## src/rtl/piso_tx_ctrl.sv

```systemverilog
// Parallel-in/serial-out transmit controller: valid/ready word intake, framed
// serial output with sof/eof strobes, done pulse and a programmable idle gap.
module piso_tx_ctrl #(
    parameter int WIDTH     = 4,
    parameter int GAP       = 1,
    parameter bit MSB_FIRST = 1'b1
) (
    input  logic             clk,
    input  logic             rst_n,
    input  logic             in_valid,
    input  logic [WIDTH-1:0] in_data,
    output logic             in_ready,
    output logic             so,
    output logic             so_valid,
    output logic             sof,
    output logic             eof,
    output logic             busy,
    output logic             done
);

    localparam int            CW       = (WIDTH > 1) ? $clog2(WIDTH) : 1;
    localparam logic [CW-1:0] LAST     = CW'(WIDTH - 1);
    localparam logic [3:0]    GAP_LOAD = (GAP > 0) ? 4'(GAP - 1) : 4'd0;
    localparam bit            B2B      = (GAP == 0);

    typedef enum logic [1:0] {S_IDLE, S_SHIFT, S_GAP} state_t;

    state_t           state;
    logic [WIDTH-1:0] shreg;
    logic [WIDTH-1:0] shifted;
    logic [CW-1:0]    bit_cnt;
    logic [3:0]       gap_cnt;
    logic             last_bit;
    logic             accept;

    assign last_bit = (state == S_SHIFT) && (bit_cnt == LAST);
    // Back-to-back reload is only offered on the eof cycle when no gap is configured.
    assign in_ready = rst_n && ((state == S_IDLE) || (B2B && last_bit));
    assign accept   = in_valid && in_ready;
    assign shifted  = MSB_FIRST ? (shreg << 1) : (shreg >> 1);

    assign so_valid = (state == S_SHIFT);
    assign so       = so_valid && (MSB_FIRST ? shreg[WIDTH-1] : shreg[0]);
    assign sof      = so_valid && (bit_cnt == '0);
    assign eof      = last_bit;
    assign busy     = (state != S_IDLE);

    always_ff @(posedge clk or negedge rst_n) begin
        if (!rst_n) begin
            state   <= S_IDLE;
            shreg   <= '0;
            bit_cnt <= '0;
            gap_cnt <= '0;
            done    <= 1'b0;
        end else begin
            done <= last_bit;
            unique case (state)
                S_IDLE: begin
                    if (accept) begin
                        shreg   <= in_data;
                        bit_cnt <= '0;
                        state   <= S_SHIFT;
                    end
                end
                S_SHIFT: begin
                    if (bit_cnt == LAST) begin
                        bit_cnt <= '0;
                        if (accept) begin
                            shreg <= in_data;
                        end else begin
                            shreg   <= shifted;
                            gap_cnt <= GAP_LOAD;
                            state   <= (GAP > 0) ? S_GAP : S_IDLE;
                        end
                    end else begin
                        shreg   <= shifted;
                        bit_cnt <= bit_cnt + 1'b1;
                    end
                end
                S_GAP: begin
                    if (gap_cnt == '0) state <= S_IDLE;
                    else               gap_cnt <= gap_cnt - 1'b1;
                end
                default: state <= S_IDLE;
            endcase
        end
    end

endmodule

```

## config.mk

```make
export PLATFORM = sky130hd
export DESIGN_NAME = piso_tx_ctrl
export DESIGN_NICKNAME = d
export VERILOG_FILES = /design/src/rtl/piso_tx_ctrl.sv
export SDC_FILE = /design/constraint.sdc
export NUM_CORES = 1
export LEC_CHECK = 0
export ABC_AREA = 1
export CORE_MARGIN = 2
export CORE_UTILIZATION = 52
export DETAILED_ROUTE_END_ITERATION = 10
export HOLD_SLACK_MARGIN = 0.1
export PLACE_DENSITY = 0.9
export SLEW_MARGIN = 30
export SYNTH_ARGS = -nofsm -noshare
export SYNTH_HDL_FRONTEND = slang
export SYNTH_SLANG_ARGS = --single-unit
```

## constraint.sdc

```tcl
create_clock -name clk -period 2.6 [get_ports clk]
set_clock_uncertainty 0.05 [all_clocks]
set_input_delay 0.78 -clock clk [delete_from_list [all_inputs] [get_ports clk]]
set_output_delay 0.78 -clock clk [all_outputs]
set_load 0.05 [all_outputs]
```

Run 1, metal layers overlaid:
Bar = 10 um.
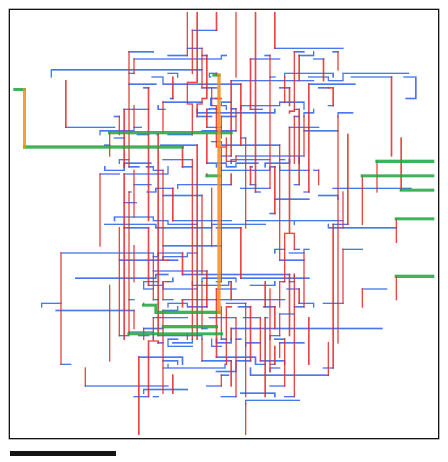
green -> metal 3  # wire length 72.2 um
orange -> metal 4  # wire length 27.9 um
blue -> metal 1  # wire length 557 um
red -> metal 2  # wire length 661 um

Run 1, placed standard cells:
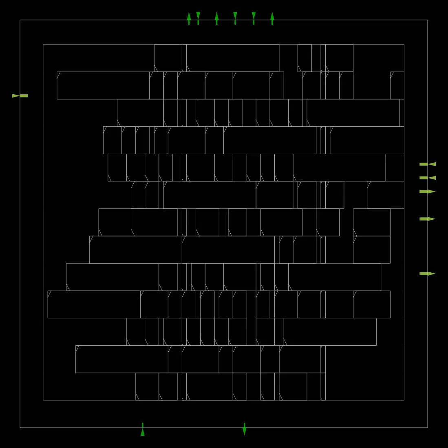
sequential cell area share: 37.6%
final core utilization: 68.2%
core area: 1270 sq um
Cell Rows: 13
final non-filler cell total: 117

Run 1, gate families picked out:
Bar = 10 um.
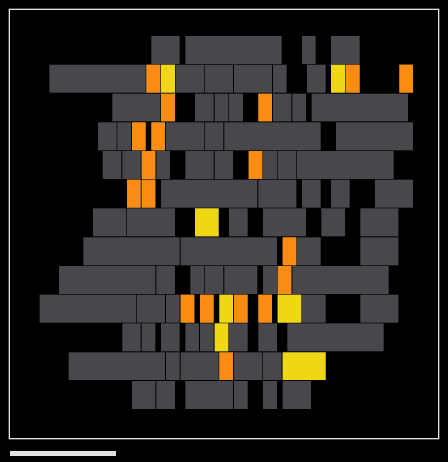
orange -> inverters  # cells 18, most used inv_1
yellow -> NOR gates  # cells 7, most used nor2_1
Comb area share: 33.4%
most frequent logic cell in the layout: nand2_1

==> results.sh, run 1 <==
# source this file to load flow results
export IMPL_status="finished, final reports clean"
export IMPL_layout_nets=113
export IMPL_synthAdderAreaFrac_pct=5.42
export IMPL_p_comb_share_pct=59.2
export IMPL_power_internal_uw=550
export IMPL_wl_per_cell_um=11.3
export IMPL_maxCapViolCount=0
export IMPL_holdPathStages=1
export IMPL_leakage_nw=0.429
export IMPL_lay_top_cells="nand2_1 (17), inv_1 (16), dfrtp_1 (13)"
export IMPL_gr_usage_met1_pct=26.6
export IMPL_avgSynthCellArea_sq_um=8.15
export IMPL_flops=13
export IMPL_n_all_buffers=14
export IMPL_worst_ep_required_time_ns=1.77
export IMPL_worstSetupStartpointType="primary input"
export IMPL_yosysMostFrequentCell="nand2_1"
export IMPL_top_logic_kind="simple AND/OR/NAND/NOR gates"
export IMPL_logic_gates=53
export IMPL_comb_power_uw=662
export IMPL_cts_buffers_inserted=3
export IMPL_initCoreUtil_pct=54.6
export IMPL_hp_start="gap_cnt[0]$_DFFE_PN0P_"
export IMPL_common_cells="nand2_1 (17), inv_1 (16), dfrtp_1 (13), o21ai_1 (11)"
export IMPL_critPathLaunch="rst_n"
export IMPL_fin_area_sq_um=866
export IMPL_insertion_delay_ns=0.28
export IMPL_irDropWorstVdd_v=0.000589
export IMPL_clkbuf_count=3
export IMPL_fin_crit_sh_pct=95.4
export IMPL_top_regs="gap_cnt: 4 flops, shreg: 4 flops"
export IMPL_min_period_ns=2.48
export IMPL_chip_area_sq_um=1640
export IMPL_compound_area_share_pct=13.4
export IMPL_setup_violations=0
export IMPL_hold_buffers=0
export IMPL_synth_main_ff_cell="dfrtp_1"
export IMPL_reg2reg_to="gap_cnt[0]$_DFFE_PN0P_"
export IMPL_critPathMaxStageDelay_ns=0.48
export IMPL_non_clock_inverter_count=18
export IMPL_clockBufferDepth=2
export IMPL_htree_levels=1
export IMPL_holdCritPathClass="flip-flop to flip-flop"
export IMPL_mux_area_share_pct=0
export IMPL_switching_share_pct=50.8
export IMPL_routed_wl_um=1320
export IMPL_detail_route_antenna_nets=0
export IMPL_largest_cell_class="registers"
export IMPL_grt_overflow=0
export IMPL_cts_tree="done"
export IMPL_num_antenna_cells=0
export IMPL_routed_top_layer="met4"
export IMPL_cts_sinks=13
export IMPL_reg2reg_from="gap_cnt[0]$_DFFE_PN0P_"
export IMPL_avgViaCountPerCell=4.91
export IMPL_min_to="gap_cnt[0]$_DFFE_PN0P_"
export IMPL_wl_met2_um=660
export IMPL_syn_nets=95
export IMPL_async_flop_share_pct=100
export IMPL_drive_above_1_share_pct=20.6
export IMPL_hold_viol_final=0
export IMPL_critical_path_arrival_ns=1.65
export IMPL_synth_flops=13
export IMPL_worst_slack_ns=0.118
export IMPL_clock_power_share_pct=11.7
export IMPL_combGateArea_sq_um=289
export IMPL_pg_seq_uw=326
export IMPL_p_total_mw=1.12
export IMPL_simple_gate_area_share_pct=22.9
export IMPL_relSlewSlack_pct=67.3
export IMPL_ys_chip_area_sq_um=693
export IMPL_r2r_cells=6
export IMPL_cp_max_fo=3
export IMPL_grt_total_usage_pct=20.9
export IMPL_crit_path_end_kind="output pin"
export IMPL_max_freq_mhz=403
export IMPL_ctsResizeCount=0
export IMPL_syn_inst=85
export IMPL_ys_seq_share_pct=46.9
export IMPL_grt_pass1_wl_um=2180
export IMPL_drc=0
export IMPL_grt_util_met3_pct=5.00
export IMPL_worst_setup_path_type="primary input to output pin"
export IMPL_grt_start_max_net_pins=14
export IMPL_dp_cells=113
export IMPL_n_fill_cell=105
export IMPL_grt_pass1_vias=513
export IMPL_vias=575
export IMPL_clkCellAreaFrac_pct=3.18
export IMPL_power_leader="combinational logic"
export IMPL_drtIter0Drc=9
export IMPL_critPathTopFamily="buffers and inverters"
export IMPL_met3WireLength_um=72
export IMPL_r2r_slack_ns=1.26
Run 1, register map, names as in the netlist:
Bar = 10 um. Other sequential cells in the stronger gray, the rest of the logic in the fainter gray.
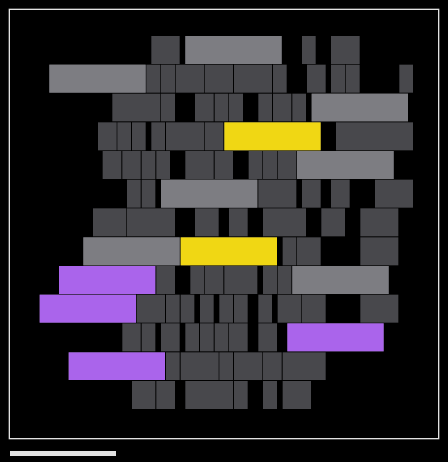

--- run 2 (diff from run 1) ---
==> constraint.sdc (replaced) <==
create_clock -name clk -period 3 [get_ports clk]
set_clock_uncertainty 0.05 [all_clocks]
set_input_delay 0.9 -clock clk [delete_from_list [all_inputs] [get_ports clk]]
set_output_delay 0.9 -clock clk [all_outputs]
set_load 0.05 [all_outputs]
Run 2, register map, names as in the netlist:
Bar = 10 um. Other sequential cells in the stronger gray, the rest of the logic in the fainter gray.
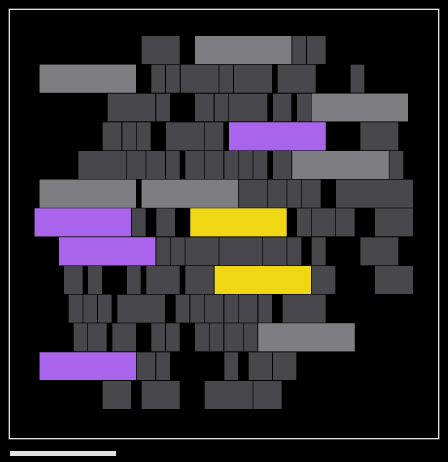
purple -> gap_cnt  # sequential cells 4, where left middle
yellow -> state  # sequential cells 2
final core utilization: 69.2%
seq pwr: 283 uW

==> run 2 against run 1 <==
Against the previous run:
- critical path depth did not move
- critical path type is now flip-flop to output pin
- power fell by 13%
- global-route usage shrank 1.2 points
- design area grew 1.4%
- non-clock buffer count unchanged
- highest routed layer unchanged
- routed wire length grew 2.9%
- combinational power shrank 13%
- synthesized cell count did not move
- clock power fell by about 10%
- via count decreased by 1.9%
- flip-flop count is the same
==> results.sh, run 2 <==
# source this file to load flow results
export IMPL_maxCapViolCount=0
export IMPL_logic_gates=53
export IMPL_area_growth_pct=26.7
export IMPL_status="finished, final reports clean"
export IMPL_reg2reg_to="gap_cnt[3]$_DFFE_PN0P_"
export IMPL_routed_top_layer="met4"
export IMPL_max_freq_mhz=347
export IMPL_clockBufferDepth=2
export IMPL_grt_total_usage_pct=19.7
export IMPL_comb_power_uw=578
export IMPL_holdPathStages=1
export IMPL_worst_slack_ns=0.118
export IMPL_simple_gate_area_share_pct=22.9
export IMPL_lay_top_cells="nand2_1 (17), inv_1 (16), dfrtp_1 (13)"
export IMPL_synthAdderAreaFrac_pct=5.42
export IMPL_yosysMostFrequentCell="nand2_1"
export IMPL_leakage_nw=0.441
export IMPL_power_internal_uw=484
export IMPL_syn_nets=95
export IMPL_num_antenna_cells=0
export IMPL_holdCritPathClass="flip-flop to flip-flop"
export IMPL_critPathLaunch="state[1]$_DFFE_PN0P_"
export IMPL_grt_pass1_wl_um=1950
export IMPL_non_clock_inverter_count=18
export IMPL_hp_start="gap_cnt[0]$_DFFE_PN0P_"
export IMPL_drive_above_1_share_pct=16.7
export IMPL_fin_cells=117
export IMPL_common_cells="nand2_1 (17), inv_1 (16), dfrtp_1 (13), o21ai_1 (11)"
export IMPL_crit_path_end_kind="output pin"
export IMPL_critical_path_arrival_ns=1.93
export IMPL_syn_inst=85
export IMPL_critPathTopFamily="buffers and inverters"
export IMPL_worstSetupStartpointType="flip-flop"
export IMPL_lay_top_count="nand2_1"
export IMPL_combGateArea_sq_um=289
export IMPL_power_leader="combinational logic"
export IMPL_dieHeight_um=40.5
export IMPL_top_logic_kind="simple AND/OR/NAND/NOR gates"
export IMPL_flops=13
export IMPL_initCoreUtil_pct=54.6
export IMPL_critPathMaxStageDelay_ns=0.82
export IMPL_hold_viol_final=0
export IMPL_grt_start_max_net_pins=14
export IMPL_comb_share_pct=32.9
export IMPL_n_fill_cell=98
export IMPL_clock_power_share_pct=11.9
export IMPL_grt_pass1_vias=446
export IMPL_n_all_buffers=14
export IMPL_insertion_delay_ns=0.29
export IMPL_r2r_cells=6
export IMPL_layout_nets=113
export IMPL_irDropWorstVdd_v=0.000597
export IMPL_worst_ep_required_time_ns=2.05
export IMPL_synth_flops=13
export IMPL_avgViaCountPerCell=4.82
export IMPL_compound_area_share_pct=13.4
export IMPL_drtIter0Drc=10
export IMPL_async_flop_share_pct=100
export IMPL_min_period_ns=2.88
export IMPL_wl_per_cell_um=11.6
export IMPL_relSlewSlack_pct=66.7
export IMPL_top_regs="gap_cnt: 4 flops, shreg: 4 flops"
export IMPL_setup_violations=0
export IMPL_p_comb_share_pct=59.2
export IMPL_fin_crit_sh_pct=96.1
export IMPL_wl_met2_um=650
export IMPL_r2r_slack_ns=1.67
export IMPL_p_total_uw=977
export IMPL_avgSynthCellArea_sq_um=8.15
export IMPL_chip_area_sq_um=1640
export IMPL_cts_sinks=13
export IMPL_cts_tree="done"
export IMPL_grt_overflow=0
export IMPL_clkbuf_count=3
export IMPL_placementRows=13
export IMPL_drc=0
export IMPL_largest_cell_class="registers"
export IMPL_detail_route_antenna_nets=0
export IMPL_mux_area_share_pct=0
export IMPL_grt_util_met3_pct=8.33
export IMPL_ys_seq_share_pct=46.9
export IMPL_cts_buffers_inserted=3
export IMPL_synth_main_ff_cell="dfrtp_1"
export IMPL_ys_chip_area_sq_um=693
Run 2, placed cells, one color a class:
Bar = 10 um. Fill, decap, tap and diode cells in gray.
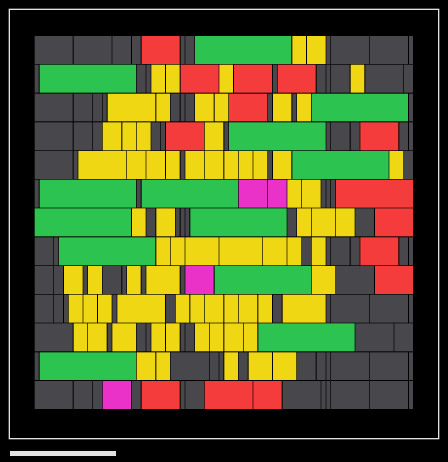
yellow -> combinational and other logic  # cells 71, share of their area 41%
magenta -> clock drivers and dummy loads  # cells 4, share of their area 3.2%
green -> flops  # cells 13, share of their area 38%
red -> other buffers and delay cells  # cells 14, share of their area 17%
post-route cell area: 878 sq um
sequential cell area share: 37.0%

Run 2, metal layers overlaid:
Bar = 10 um.
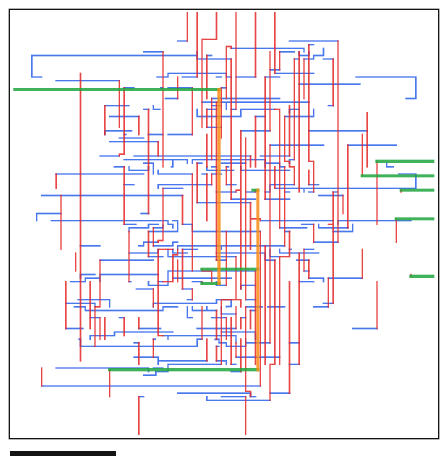

--- run 3 (diff from run 2) ---
--- a/config.mk
+++ b/config.mk
@@ -5,12 +5,11 @@
 export SDC_FILE = /design/constraint.sdc
 export NUM_CORES = 1
 export LEC_CHECK = 0
-export ABC_AREA = 1
 export CORE_MARGIN = 2
-export CORE_UTILIZATION = 52
+export CORE_UTILIZATION = 51
 export DETAILED_ROUTE_END_ITERATION = 10
 export HOLD_SLACK_MARGIN = 0.1
-export PLACE_DENSITY = 0.9
+export PLACE_DENSITY = 0.89
 export SLEW_MARGIN = 30
 export SYNTH_ARGS = -nofsm -noshare
 export SYNTH_HDL_FRONTEND = slang
Run 3, metal layers overlaid:
Bar = 10 um.
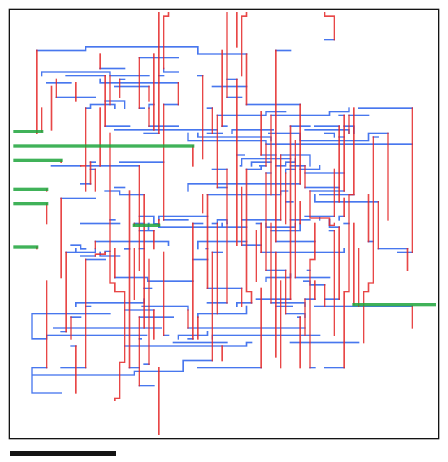
blue -> metal 1  # wire length 556 um
red -> metal 2  # wire length 691 um
green -> metal 3  # wire length 41.6 um
drt total wl: 1290 um
via count: 525
post-DR wirelength/cell: 12.9 um
gr usage total: 19.3%

Run 3, gate families picked out:
Bar = 10 um.
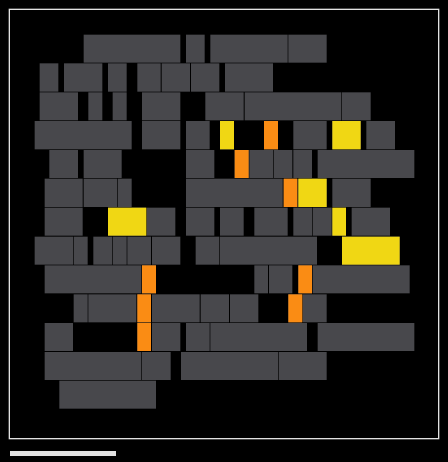
yellow -> NOR gates  # cells 6
orange -> inverters  # cells 8, most used inv_1

==> run 3 against run 2 <==
Against the previous run:
- clock power is 7% lower
- design area fell by 1.4%
- power decreased by 4.5%
- fmax increased by 5.1%
- sequential share of layout area up 0.54 points
- via count is 6.9% lower
- synthesized area shrank 2.7%
==> results.sh, run 3 <==
# source this file to load flow results
export IMPL_status="finished, final reports clean"
export IMPL_place_gp_congestion=0.632
export IMPL_clkCellAreaFrac_pct=3.18
export IMPL_grt_overflow=0
export IMPL_syn_area_sq_um=674
export IMPL_leakage_nw=0.419
export IMPL_crit_path_end_kind="output pin"
export IMPL_grt_pass1_wl_um=2060
export IMPL_slew_viol_final=0
export IMPL_worst_slew_pin_slew_ns=0.499
export IMPL_maxCapViolCount=0
export IMPL_path_cells="clkdlybuf4s50_1, inv_1, nor2_1, buf_12"
export IMPL_reg2reg_from="gap_cnt[0]$_DFFE_PN0P_"
export IMPL_port_buffers=13
export IMPL_synth_xor_area_share_pct=0
export IMPL_critPathCapture="in_ready"
export IMPL_relSlewSlack_pct=66.7
export IMPL_clockBufferDepth=2
export IMPL_top_regs="gap_cnt: 4 flops, shreg: 4 flops"
export IMPL_lay_top_cells="dfrtp_1 (13), inv_1 (8), clkdlybuf4s50_1 (8)"
export IMPL_min_period_ns=2.74
export IMPL_tns_ns=0
export IMPL_slowest_stage="clkdlybuf4s50_1"
export IMPL_ys_cells=67
export IMPL_placementRows=13
export IMPL_synth_edff_count=0
export IMPL_hp_start="shreg[0]$_DFFE_PN0P_"
export IMPL_async_flop_share_pct=100
export IMPL_drt_pass1_iter_count=4
export IMPL_critical_path_arrival_ns=1.79
export IMPL_p_switching_uw=437
export IMPL_flops=13
export IMPL_holdPathStages=2
export IMPL_n_all_buffers=16
export IMPL_wl_met2_um=690
export IMPL_detail_route_antenna_nets=0
export IMPL_clock_power_share_pct=11.6
export IMPL_drt_met1_wl_um=556
export IMPL_common_cells="dfrtp_1 (13), inv_1 (8), nand2_1 (7), mux2i_1 (4)"
export IMPL_num_antenna_cells=0
export IMPL_worst_setup_path_type="primary input to output pin"
export IMPL_pg_seq_uw=311
export IMPL_warnings=27
export IMPL_path_depth=4
export IMPL_mux_area_share_pct=5.94
export IMPL_critPathTopFamily="buffers and inverters"
export IMPL_ys_types=24
export IMPL_critPathMaxStageDelay_ns=0.49
export IMPL_p_per_area_nw_per_um2=1080
export IMPL_dpl_cell_area_sq_um=836
export IMPL_insertion_delay_ns=0.27
export IMPL_lay_top_count="dfrtp_1"
export IMPL_worst_ep_required_time_ns=2.05
export IMPL_fin_hold_ws_ns=0.452
export IMPL_cts_sinks=13
export IMPL_clkbuf_count=3
export IMPL_antenna_found_initial=0
export IMPL_worstSetupStartpointType="primary input"
export IMPL_avgSynthCellArea_sq_um=10.1
export IMPL_drc=0
export IMPL_cts_tree="done"
export IMPL_fin_cells=100
export IMPL_n_fill_cell=100
export IMPL_area_growth_pct=28.4
export IMPL_ys_warn_count=0
export IMPL_p_total_uw=933
export IMPL_avgViaCountPerCell=5.25
export IMPL_min_to="shreg[1]$_DFFE_PN0P_"
export IMPL_synth_main_ff_cell="dfrtp_1"
export IMPL_top_usage_layer="met2"
export IMPL_reg2reg_to="gap_cnt[0]$_DFFE_PN0P_"
export IMPL_buffer_area_share_pct=18.2
export IMPL_place_ws_ns=0.251
export IMPL_seq_share_pct=37.6
export IMPL_layout_nets=96
export IMPL_syn_nets=77
export IMPL_critical_path_buf_inv_count=3
export IMPL_drtIter0Drc=6
export IMPL_gr_usage_met1_pct=23.8
export IMPL_combGateArea_sq_um=307
export IMPL_syn_inst=67
export IMPL_power_internal_uw=496
export IMPL_irDropWorstVdd_v=0.000505
export IMPL_simple_gate_area_share_pct=21.5
export IMPL_clk_pin_slew_ns=0.08
export IMPL_initCoreUtil_pct=53.2
export IMPL_top_logic_kind="simple AND/OR/NAND/NOR gates"
export IMPL_compound_area_share_pct=12.4
export IMPL_setup_violations=0
export IMPL_worst_slack_ns=0.258
export IMPL_critPathLaunch="rst_n"
export IMPL_grt_util_met3_pct=3.33
export IMPL_topCellsByArea="dfrtp_1 (48%), mux2i_1 (5.9%), ha_1 (5.6%)"
export IMPL_max_freq_mhz=365
export IMPL_use_met2_pct=32.9
export IMPL_r2r_cells=5
export IMPL_io_pins=14
export IMPL_grt_pass1_vias=470
export IMPL_synth_largest_area_cell="dfrtp_1"
export IMPL_drive_above_1_share_pct=17.6
export IMPL_cts_post_setup_buffers_inserted=0
export IMPL_cp_max_fo=2
export IMPL_yosysMostFrequentCell="dfrtp_1"
export IMPL_switching_share_pct=46.9
export IMPL_cts_root_buffer="clkbuf_4"
export IMPL_ctsResizeCount=0
export IMPL_ys_chip_area_sq_um=674
export IMPL_fin_crit_sh_pct=91.4
export IMPL_cts_buffers_inserted=3
export IMPL_holdCritPathClass="flip-flop to flip-flop"
export IMPL_logic_gates=44
export IMPL_routed_top_layer="met3"
export IMPL_dp_cells=96
export IMPL_hold_buffers=0
export IMPL_p_comb_share_pct=55.1
export IMPL_htree_levels=1
export IMPL_ys_seq_share_pct=48.2
export IMPL_grt_start_max_net_pins=15
export IMPL_post_dp_hpwl_um=1000
export IMPL_r2r_slack_ns=1.50
export IMPL_rsz0062_at_grt="no"
export IMPL_die_w_um=40.4
export IMPL_hold_viol_final=0
export IMPL_coreArea_sq_um=1270
export IMPL_synthAdderAreaFrac_pct=5.57
export IMPL_power_clock_total_uw=108
export IMPL_synth_flops=13
export IMPL_fin_area_sq_um=866
export IMPL_comb_power_uw=514
export IMPL_sequentialPowerShare_pct=33.3
export IMPL_n_tap_cell=15
export IMPL_largest_cell_class="registers"
export IMPL_dieHeight_um=40.4
export IMPL_comb_share_pct=35.4
export IMPL_chip_area_sq_um=1630
export IMPL_power_leader="combinational logic"
export IMPL_met3WireLength_um=41
export IMPL_postLayoutCoreUtil_pct=68.2
export IMPL_non_clock_inverter_count=8
Power and IR drop assume default switching activity.
